$ cat src/rtl/arb_req_agent_if.sv
// rtl/arb_req_agent_if.sv - request/grant bundle between a requester agent and its arbiter/driver
// master = the agent; slave = whatever drives pushes and grants.
interface arb_req_agent_if #(
  parameter int REQ_NUM = 8,
  parameter int ID_W    = $clog2(REQ_NUM)
) ();
  logic [REQ_NUM-1:0] push;
  logic [REQ_NUM-1:0] push_ready;
  logic [REQ_NUM-1:0] reqs;
  logic [REQ_NUM-1:0] grants;
  logic               gnt_valid;
  logic [ID_W-1:0]    gnt_id;
  logic               err_multi;
  logic               err_spurious;
  logic               clr_err;

  modport master (
    input  push, grants, clr_err,
    output push_ready, reqs, gnt_valid, gnt_id, err_multi, err_spurious
  );

  modport slave (
    output push, grants, clr_err,
    input  push_ready, reqs, gnt_valid, gnt_id, err_multi, err_spurious
  );
endinterface

$ cat src/rtl/arb_req_agent.sv
// rtl/arb_req_agent.sv - per-port pending counters feeding an arbiter, with grant retire and checking
// reqs/push_ready come only from registered counts, so no input reaches an output combinationally.
module arb_req_agent #(
  parameter int REQ_NUM = 8,
  parameter int CNT_W   = 4,
  parameter int ID_W    = $clog2(REQ_NUM)
) (
  input  logic           clk,
  input  logic           rstn,
  arb_req_agent_if.master bus
);
  localparam logic [CNT_W-1:0] CNT_MAX = '1;

  logic [CNT_W-1:0]   cnt_q [REQ_NUM];
  logic [CNT_W-1:0]   cnt_d [REQ_NUM];
  logic [REQ_NUM-1:0] reqs_w;
  logic [REQ_NUM-1:0] ready_w;
  logic [REQ_NUM-1:0] acc_w;
  logic               one_hot;
  logic               multi_hot;
  logic               spurious;
  logic [ID_W-1:0]    id_enc;
  logic [ID_W-1:0]    gnt_id_q;
  logic               gnt_valid_q;
  logic               err_multi_q;
  logic               err_spurious_q;

  always_comb begin
    reqs_w  = '0;
    ready_w = '0;
    for (int i = 0; i < REQ_NUM; i++) begin
      reqs_w[i]  = (cnt_q[i] != '0);
      ready_w[i] = (cnt_q[i] != CNT_MAX);
    end
  end

  assign one_hot   = (bus.grants != '0) && ((bus.grants & (bus.grants - REQ_NUM'(1))) == '0);
  assign multi_hot = (bus.grants != '0) && !one_hot;
  assign acc_w     = bus.grants & reqs_w & {REQ_NUM{one_hot}};
  assign spurious  = one_hot && ((bus.grants & ~reqs_w) != '0);

  // A push at MAX is already masked by ready_w, so push+grant at MAX nets to a decrement.
  always_comb begin
    id_enc = '0;
    for (int i = 0; i < REQ_NUM; i++) begin
      if (acc_w[i]) id_enc = ID_W'(i);
      cnt_d[i] = cnt_q[i] + CNT_W'(bus.push[i] & ready_w[i]) - CNT_W'(acc_w[i]);
    end
  end

  always_ff @(posedge clk or negedge rstn) begin
    if (!rstn) begin
      for (int i = 0; i < REQ_NUM; i++) cnt_q[i] <= '0;
      gnt_valid_q    <= 1'b0;
      gnt_id_q       <= '0;
      err_multi_q    <= 1'b0;
      err_spurious_q <= 1'b0;
    end else begin
      for (int i = 0; i < REQ_NUM; i++) cnt_q[i] <= cnt_d[i];
      gnt_valid_q <= |acc_w;
      if (|acc_w) gnt_id_q <= id_enc;
      err_multi_q    <= multi_hot | (err_multi_q & ~bus.clr_err);
      err_spurious_q <= spurious  | (err_spurious_q & ~bus.clr_err);
    end
  end

  assign bus.reqs         = reqs_w;
  assign bus.push_ready   = ready_w;
  assign bus.gnt_valid    = gnt_valid_q;
  assign bus.gnt_id       = gnt_id_q;
  assign bus.err_multi    = err_multi_q;
  assign bus.err_spurious = err_spurious_q;
endmodule

$ cat src/flat_wrapper.sv
// flat-port wrapper written by rule: the top's interface ports become plain ports
module arb_req_agent_flat 
#(
  parameter int REQ_NUM = 8,
  parameter int CNT_W   = 4,
  parameter int ID_W    = $clog2(REQ_NUM)
)
  (clk, rstn, bus_push, bus_grants, bus_clr_err, bus_push_ready, bus_reqs, bus_gnt_valid, bus_gnt_id, bus_err_multi, bus_err_spurious);
  arb_req_agent_if #(.REQ_NUM(REQ_NUM), .ID_W(ID_W)) bus_i ();
  input  logic clk;
  input  logic rstn;
  input wire logic [$bits(bus_i.push)-1:0] bus_push;
  input wire logic [$bits(bus_i.grants)-1:0] bus_grants;
  input wire logic [$bits(bus_i.clr_err)-1:0] bus_clr_err;
  output wire logic [$bits(bus_i.push_ready)-1:0] bus_push_ready;
  output wire logic [$bits(bus_i.reqs)-1:0] bus_reqs;
  output wire logic [$bits(bus_i.gnt_valid)-1:0] bus_gnt_valid;
  output wire logic [$bits(bus_i.gnt_id)-1:0] bus_gnt_id;
  output wire logic [$bits(bus_i.err_multi)-1:0] bus_err_multi;
  output wire logic [$bits(bus_i.err_spurious)-1:0] bus_err_spurious;
  assign bus_i.push = bus_push;
  assign bus_i.grants = bus_grants;
  assign bus_i.clr_err = bus_clr_err;
  assign bus_push_ready = bus_i.push_ready;
  assign bus_reqs = bus_i.reqs;
  assign bus_gnt_valid = bus_i.gnt_valid;
  assign bus_gnt_id = bus_i.gnt_id;
  assign bus_err_multi = bus_i.err_multi;
  assign bus_err_spurious = bus_i.err_spurious;
  arb_req_agent #(.REQ_NUM(REQ_NUM), .CNT_W(CNT_W), .ID_W(ID_W)) u_core (.clk(clk), .rstn(rstn), .bus(bus_i));
endmodule
$ cat config.mk
export PLATFORM = sky130hd
export DESIGN_NAME = arb_req_agent_flat
export DESIGN_NICKNAME = d
export VERILOG_FILES = /design/src/rtl/arb_req_agent_if.sv /design/src/rtl/arb_req_agent.sv /design/src/flat_wrapper.sv
export SDC_FILE = /design/constraint.sdc
export NUM_CORES = 1
export LEC_CHECK = 0
export CAP_MARGIN = 10
export CORE_ASPECT_RATIO = 0.8
export CORE_MARGIN = 2
export CORE_UTILIZATION = 32
export CTS_BUF_LIST = sky130_fd_sc_hd__clkbuf_8
export DETAILED_ROUTE_END_ITERATION = 8
export SYNTH_ARGS = -nofsm -noshare
export SYNTH_HDL_FRONTEND = slang
export SYNTH_SLANG_ARGS = --single-unit
$ cat constraint.sdc
create_clock -name clk -period 6.6 [get_ports clk]
set_input_delay 1.32 -clock clk [delete_from_list [all_inputs] [get_ports clk]]
set_output_delay 1.32 -clock clk [all_outputs]
set_load 0.01 [all_outputs]
Run 1, M3 wires:
Drawn at 4 px/um.
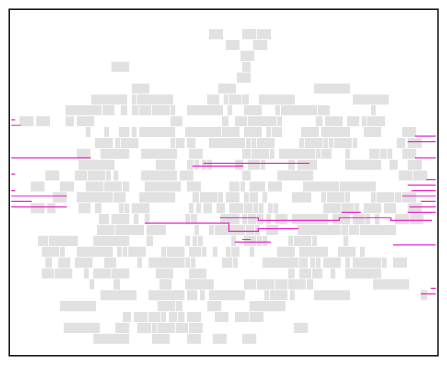
longest straight run: 26.2 um
main direction: horizontal
share of all routed wire: 5.4%

Run 1, pin map:
Drawn at 4 px/um. Pins as bars across the die edge, other pins in grey.
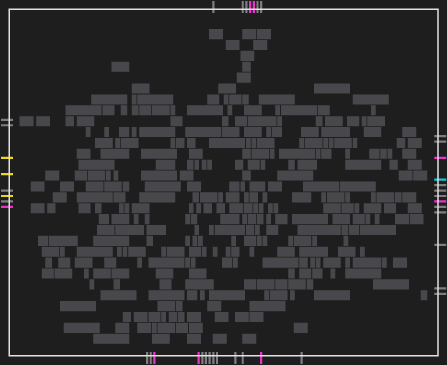
legend:
  bus_err_multi:
    colour: cyan
    pins: 1
    direction: output
    edge: right
  bus_gnt_id:
    colour: yellow
    pins: 3
    direction: output
    edge: left
  bus_reqs:
    colour: magenta
    pins: 8
    direction: output
    edge: 3 bottom, 2 right, 2 top, 1 left
all pins by edge: 13 right, 13 bottom, 8 left, 7 top
die extent in x: 106.8 um
Die Y-Extent: 86.28 um
Port Buf Inserts: 40

==> summary.rpt, run 1 <==
FLOW METRICS REPORT
----------------------------------------------------
[Finish]
  Area growth from synthesis to layout ........................ 23.61%
  Antenna Diode Count ........................ 0
  Buffer count excluding the clock tree in the final layout ........................ 40
  Logic share of the area ........................ a little under half
  Number of multi-input combinational cells in the layout ........................ 169
  Non-filler cells, final ........................ around 430
  Leading cell kind ........................ logic gates
  Fraction of layout cells with a size suffix above 1 ........................ 6.875%

[Clocking]
  CTS Sinks ........................ 38
  Num CTS Buffers ........................ 5
  Post-CTS sizing ........................ 0
  TritonCTS clock tree ........................ yes

[Run]
  Number of warnings in the stage logs ........................ 34

[Timing]
  Worst slew margin relative to its limit ........................ 42.71%
  Ratio of final minimum period to clock period ........................ 58.37%
  Achievable clock frequency ........................ around 260 MHz
  Min Clock Period, post-route ........................ 3.852 ns
  RSZ-0062 raised after global routing ........................ false
  Final number of max-transition violations ........................ 0
  Endpoints failing setup ........................ 0

[Critical path]
  Endpoint required time on the critical path ........................ roughly 6.8 ns
  Kind of end point of the critical path ........................ register
  Data arrival time of the critical path ........................ between 4 and 5 ns
  R2R cell count ........................ 11
  Worst flop-to-flop path startpoint ........................ u_core.cnt_q[18]
  FF-to-FF setup slack ........................ 4.08 ns

[Floorplan]
  Core area ........................ 0.008055 mm2
  Core Rows ........................ 29
  Io pins ........................ around 41

[Global routing]
  Met3 capacity usage during global routing ........................ 3.459%
  Largest net degree at the start of global routing ........................ 39
  GR peak layer ........................ met2
  Number of global-route vias before repair ........................ 1909
  Antenna violations before repair ........................ 0

[Synthesis]
  Post-synthesis cell type count ........................ 34
  FA/HA/MAJ Cells, Area Fraction ........................ 28.51%
  Number of standard cells after synthesis ........................ 272
  Area fraction in compound gates ........................ under 10%
  Synth area leader ........................ sky130_fd_sc_hd__dfrtp_1
  Tally of yosys warning messages ........................ 0
  Avg Cell Area, Syn ........................ approximately 10 um2
  Number of enable-type register cells in the synthesized netlist ........................ 0
  Number of cells in Yosys stat ........................ about 270
  Most used flip-flop cell after synthesis ........................ sky130_fd_sc_hd__dfrtp_1
  Most common cell in the netlist ........................ sky130_fd_sc_hd__inv_1
  Yosys stat chip area ........................ 0.002708 mm2
  Floorplan Nets ........................ 347

[Pwr]
  Register share of total power ........................ around 34%
  Post-layout power ........................ between 1000 and 1500 uW
  Sw Pwr ........................ 518.7 uW
  Maximum VDD drop ........................ 0.1612 mV

[Run status]
  Outcome ........................ completed

[Placement]
  Dpl hpwl ........................ roughly 4.3 mm
  Cell area after placement ........................ 0.003238 mm2
  Worst setup timing slack at the placement stage ........................ 2.444 ns

[Min path]
  Hold_sp ........................ u_core.bus.err_multi

----------------------------------------------------
Run 1, congestion heat map:
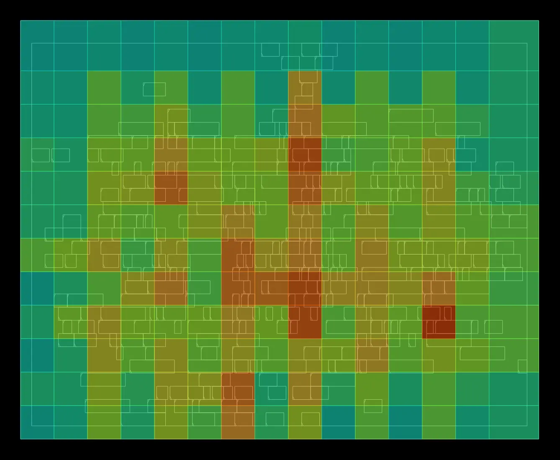
Finished Core Util: 41.55%
global routing met2 resource utilization: 18.99%
total routing usage reported by global routing: 12.31%

Run 1, signal metal coverage by tile:
Drawn at 4 px/um. 21 x 17 tiles, from dark blue (low) to red (high), scaled to the fullest tile. Values are wire area over tile area, all layers added.
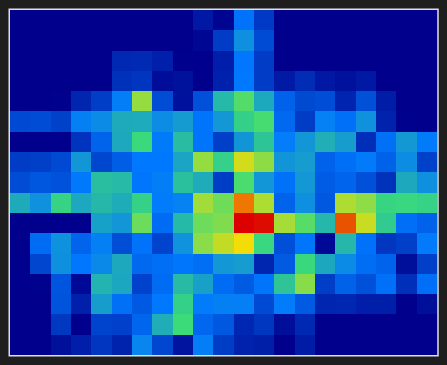
nearly empty tiles: 28%
emptiest ninth of the die: top right
tiles over half the peak: 7.3%
densest ninth of the die: middle
average detailed-routed wire length per instance: 12.02 um
vias post-DR: 1867

-- run 1: worst max-delay path, cell delays in order --
cell and delay, ns:
sky130_fd_sc_hd__clkdlybuf4s50_1 0.50, sky130_fd_sc_hd__nor4_4 0.49, sky130_fd_sc_hd__nor3_2 0.13, sky130_fd_sc_hd__nor2_1 0.36, sky130_fd_sc_hd__nor2_1 0.11, sky130_fd_sc_hd__ha_1 0.28, sky130_fd_sc_hd__inv_1 0.04, sky130_fd_sc_hd__ha_1 0.22
sky130_fd_sc_hd__fa_1 0.39, sky130_fd_sc_hd__xor2_1 0.17
-- run 1: placed cells by master (no fill, tap or decap), drive strengths merged, types with 2 or more instances in the layout --
| cell | Yosys | final |
|---|---|---|
| a21o | 8 | 8 |
| a21oi | 9 | 9 |
| a221o | 3 | 3 |
| and2 | 8 | 8 |
| clkbuf | 0 | 5 |
| clkdlybuf4s50 | 0 | 39 |
| clkinv | 0 | 2 |
| dfrtp | 38 | 38 |
| fa | 8 | 8 |
| ha | 48 | 48 |
| inv | 65 | 65 |
| nand2 | 13 | 13 |
| nand2b | 2 | 2 |
| nand3 | 10 | 10 |
| nand4 | 4 | 4 |
| nor2 | 13 | 13 |
| nor2b | 2 | 2 |
| o21ai | 2 | 2 |
| o22a | 3 | 3 |
| o22ai | 2 | 2 |
| or3b | 7 | 7 |
| xnor2 | 4 | 4 |
| xor2 | 12 | 12 |
-- run 1: flip-flops by register name (all words and copies together), names as in the netlist --
register / count
u_core.bus.err_multi: 1
u_core.cnt_q: 32
u_core.bus.gnt_valid: 1
u_core.bus.gnt_id: 3
u_core.bus.err_spurious: 1
==> run 2: changes to the inputs <==
==> constraint.sdc (replaced) <==
create_clock -name clk -period 3.37 [get_ports clk]
set_input_delay 0.674 -clock clk [delete_from_list [all_inputs] [get_ports clk]]
set_output_delay 0.674 -clock clk [all_outputs]
set_load 0.01 [all_outputs]
Run 2, M3 wires:
Drawn at 4 px/um.
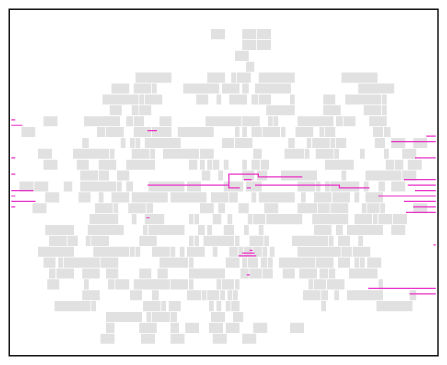
vias post-DR: 1957
met3 capacity usage during global routing: 3.308%
DRT Wirelength: 5.532 mm

==> summary.rpt, run 2 <==
FLOW METRICS REPORT
----------------------------------------------------
[Critical path]
  Sequence of cells on the critical path ........................ clkdlybuf4s50_1, nor4_4, nor3_2, nor2_1, nor2_1, ha_1, inv_1, ha_1, inv_1, fa_1, xnor2_1 (was clkdlybuf4s50_1, nor4_4, nor3_2, nor2_1, nor2_1, ha_1, inv_1, ha_1, fa_1, xor2_1)
  Kind of end point of the critical path ........................ register (unchanged)
  Data arrival time of the critical path ........................ 3.27 ns (was 4.03 ns)
  Instance count on the critical path ........................ 11 (was 10)
  FF-to-FF setup slack ........................ 0.83 ns (was 4.08 ns)
  Maximum cell stage delay along the critical path ........................ 0.51 ns (was 0.50 ns)
  Standard cell with the maximum stage delay on the critical path ........................ sky130_fd_sc_hd__clkdlybuf4s50_1 (unchanged)
  Family with the most delay on the worst path ........................ simple AND/OR/NAND/NOR gates (unchanged)
  Worst flop-to-flop path startpoint ........................ u_core.cnt_q[18] (unchanged)

[Finish]
  Fraction of layout cells with a size suffix above 1 ........................ 8.308% (was 6.875%)
  Top Layout Cells ........................ 65 x sky130_fd_sc_hd__inv_1, 48 x sky130_fd_sc_hd__ha_1, 39 x sky130_fd_sc_hd__clkdlybuf4s50_1, 38 x sky130_fd_sc_hd__dfrtp_1, 13 x sky130_fd_sc_hd__nor2_1 (unchanged)
  Largest register FFs ........................ 32 (unchanged)
  Area growth from synthesis to layout ........................ 25.00% (was 23.61%)

[Synthesis]
  Tally of yosys warning messages ........................ 0 (unchanged)
  Floorplan Nets ........................ 347 (unchanged)
  Number of standard cells after synthesis ........................ 272 (unchanged)
  Post-synthesis cell type count ........................ 34 (unchanged)
  Number of cells in Yosys stat ........................ 272 (unchanged)
  Post-synth top area share ........................ 35.12% (unchanged)
  Yosys stat chip area ........................ 0.002708 mm2 (unchanged)
  Avg Cell Area, Syn ........................ 9.954 um2 (unchanged)
  Synth area leader ........................ sky130_fd_sc_hd__dfrtp_1 (unchanged)
  Number of enable-type register cells in the synthesized netlist ........................ 0 (unchanged)

[Floorplan]
  Effective utilization at floorplan ........................ 33.61% (unchanged)
  Core area ........................ 0.008055 mm2 (unchanged)
  Die extent in x ........................ 106.8 um (unchanged)
  Io pins ........................ 41 (unchanged)
  Die Y-Extent ........................ 86.28 um (unchanged)
  Core Rows ........................ 29 (unchanged)

[Pwr]
  Internal cell power ........................ 1627 uW (was 826.4 uW)
  Maximum VDD drop ........................ 0.3007 mV (was 0.1612 mV)
  Register share of total power ........................ 33.2% (was 33.5%)
  Sw Pwr ........................ 1032 uW (was 518.7 uW)

[Clocking]
  Num CTS Buffers ........................ 5 (unchanged)
  CTS Sinks ........................ 38 (unchanged)
  TritonCTS clock tree ........................ yes (unchanged)
  Post-CTS sizing ........................ 0 (unchanged)

[Placement]
  Port Buf Inserts ........................ 40 (unchanged)
  Worst setup timing slack at the placement stage ........................ -0.04381 ns (was 2.444 ns)
  Dpl hpwl ........................ 4.541 mm (was 4.258 mm)

[Timing]
  Min Clock Period, post-route ........................ 3.095 ns
  Final number of max-transition violations ........................ 0 (unchanged)
  Ratio of final minimum period to clock period ........................ 91.84%
  Achievable clock frequency ........................ 323.1 MHz
  Endpoints failing setup ........................ 0 (unchanged)

[Global routing]
  Antenna violations before repair ........................ 0 (unchanged)
  Number of global-route vias before repair ........................ 2094 (was 1909)
  Total routing usage reported by global routing ........................ 13.72% (was 12.31%)
  Largest net degree at the start of global routing ........................ 39 (unchanged)

[Run]
  Number of warnings in the stage logs ........................ 34 (unchanged)

[Run status]
  Outcome ........................ completed (unchanged)

[Routing]
  Met3 wire len ........................ 196 um (was 275 um)
  Average detailed-routed wire length per instance ........................ 12.78 um (was 12.02 um)

[Min path]
  Path category of the worst min-delay check ........................ input pin to asynchronous set/reset pin (was register to register)

----------------------------------------------------
Run 2, pin map:
Drawn at 4 px/um. Pins as bars across the die edge, other pins in grey.
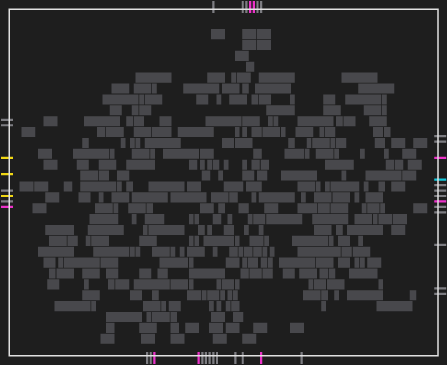
legend:
  bus_reqs:
    colour: magenta
    pins: 8
    direction: output
    edge: 3 bottom, 2 right, 2 top, 1 left
  bus_gnt_id:
    colour: yellow
    pins: 3
    direction: output
    edge: left
  bus_err_multi:
    colour: cyan
    pins: 1
    direction: output
    edge: right

==> run 2: layout make-up <==
class	instances	area, um2
Timing Repair Buffer	45	432.9
Tap cell	108	135.1
Multi-Input combinational cell	169	1513
Fill cell	812	4671
Clock buffer	5	68.82
Sequential cell	38	950.9
Inverter	65	244.0
Clock inverter	3	40.04
==> run 2: logic make-up after synthesis <==
family | Yosys count | share of synthesized area, %
compound gates | 32 | 8.457
flops | 38 | 35.12
simple gates | 63 | 13.36
mux | 1 | 0.3697
xor+xnor | 16 | 5.175
buf+inv | 65 | 9.011
fa+ha+maj | 57 | 28.51
==> run 2: layer usage <==
layer	global-route usage, %	up-vias
met5	0	-
met4	4.368	0
met3	3.308	9
met2	23.16	34
met1	17.48	931
li1	-	983
==> run 2: power groups by stage <==
stage	Combinational, uW	Sequential (uW)	Clock (uW)
2_1_floorplan	1010	847	0
4_1_cts	1430	884	400
5_1_grt	1650	916	425
6_report	1390	882	384
3_3_place_gp	1350	889	0
3_5_place_dp	1420	891	0
==> run 2: worst min path at each step <==
stage               cells after the start                       to                     from  slack [ns]
floorplan                               0     u_core.bus.err_multi                     rstn        0.38
finish                                  1         u_core.cnt_q[13]                     rstn        0.50
CTS                                     1          u_core.cnt_q[9]                     rstn        0.54
global route                            1         u_core.cnt_q[22]                     rstn        0.57
detailed placement                      1  u_core.bus.err_spurious  u_core.bus.err_spurious        0.53
global placement                        1  u_core.bus.err_spurious  u_core.bus.err_spurious        0.54
==> run 2: stage by stage <==
stage | total power, uW | cells | utilization (%)
finish | 2660 | 433 | 42.02
global route | 2989 | 433 | 42.02
CTS | 2718 | 433 | 42.02
detailed placement | 2311 | 425 | 40.66
global placement | 2239 | 425 | 40.66
floorplan | 1858 | 272 | -
Power figures rest on the tool's default switching activity, not on a simulated workload.
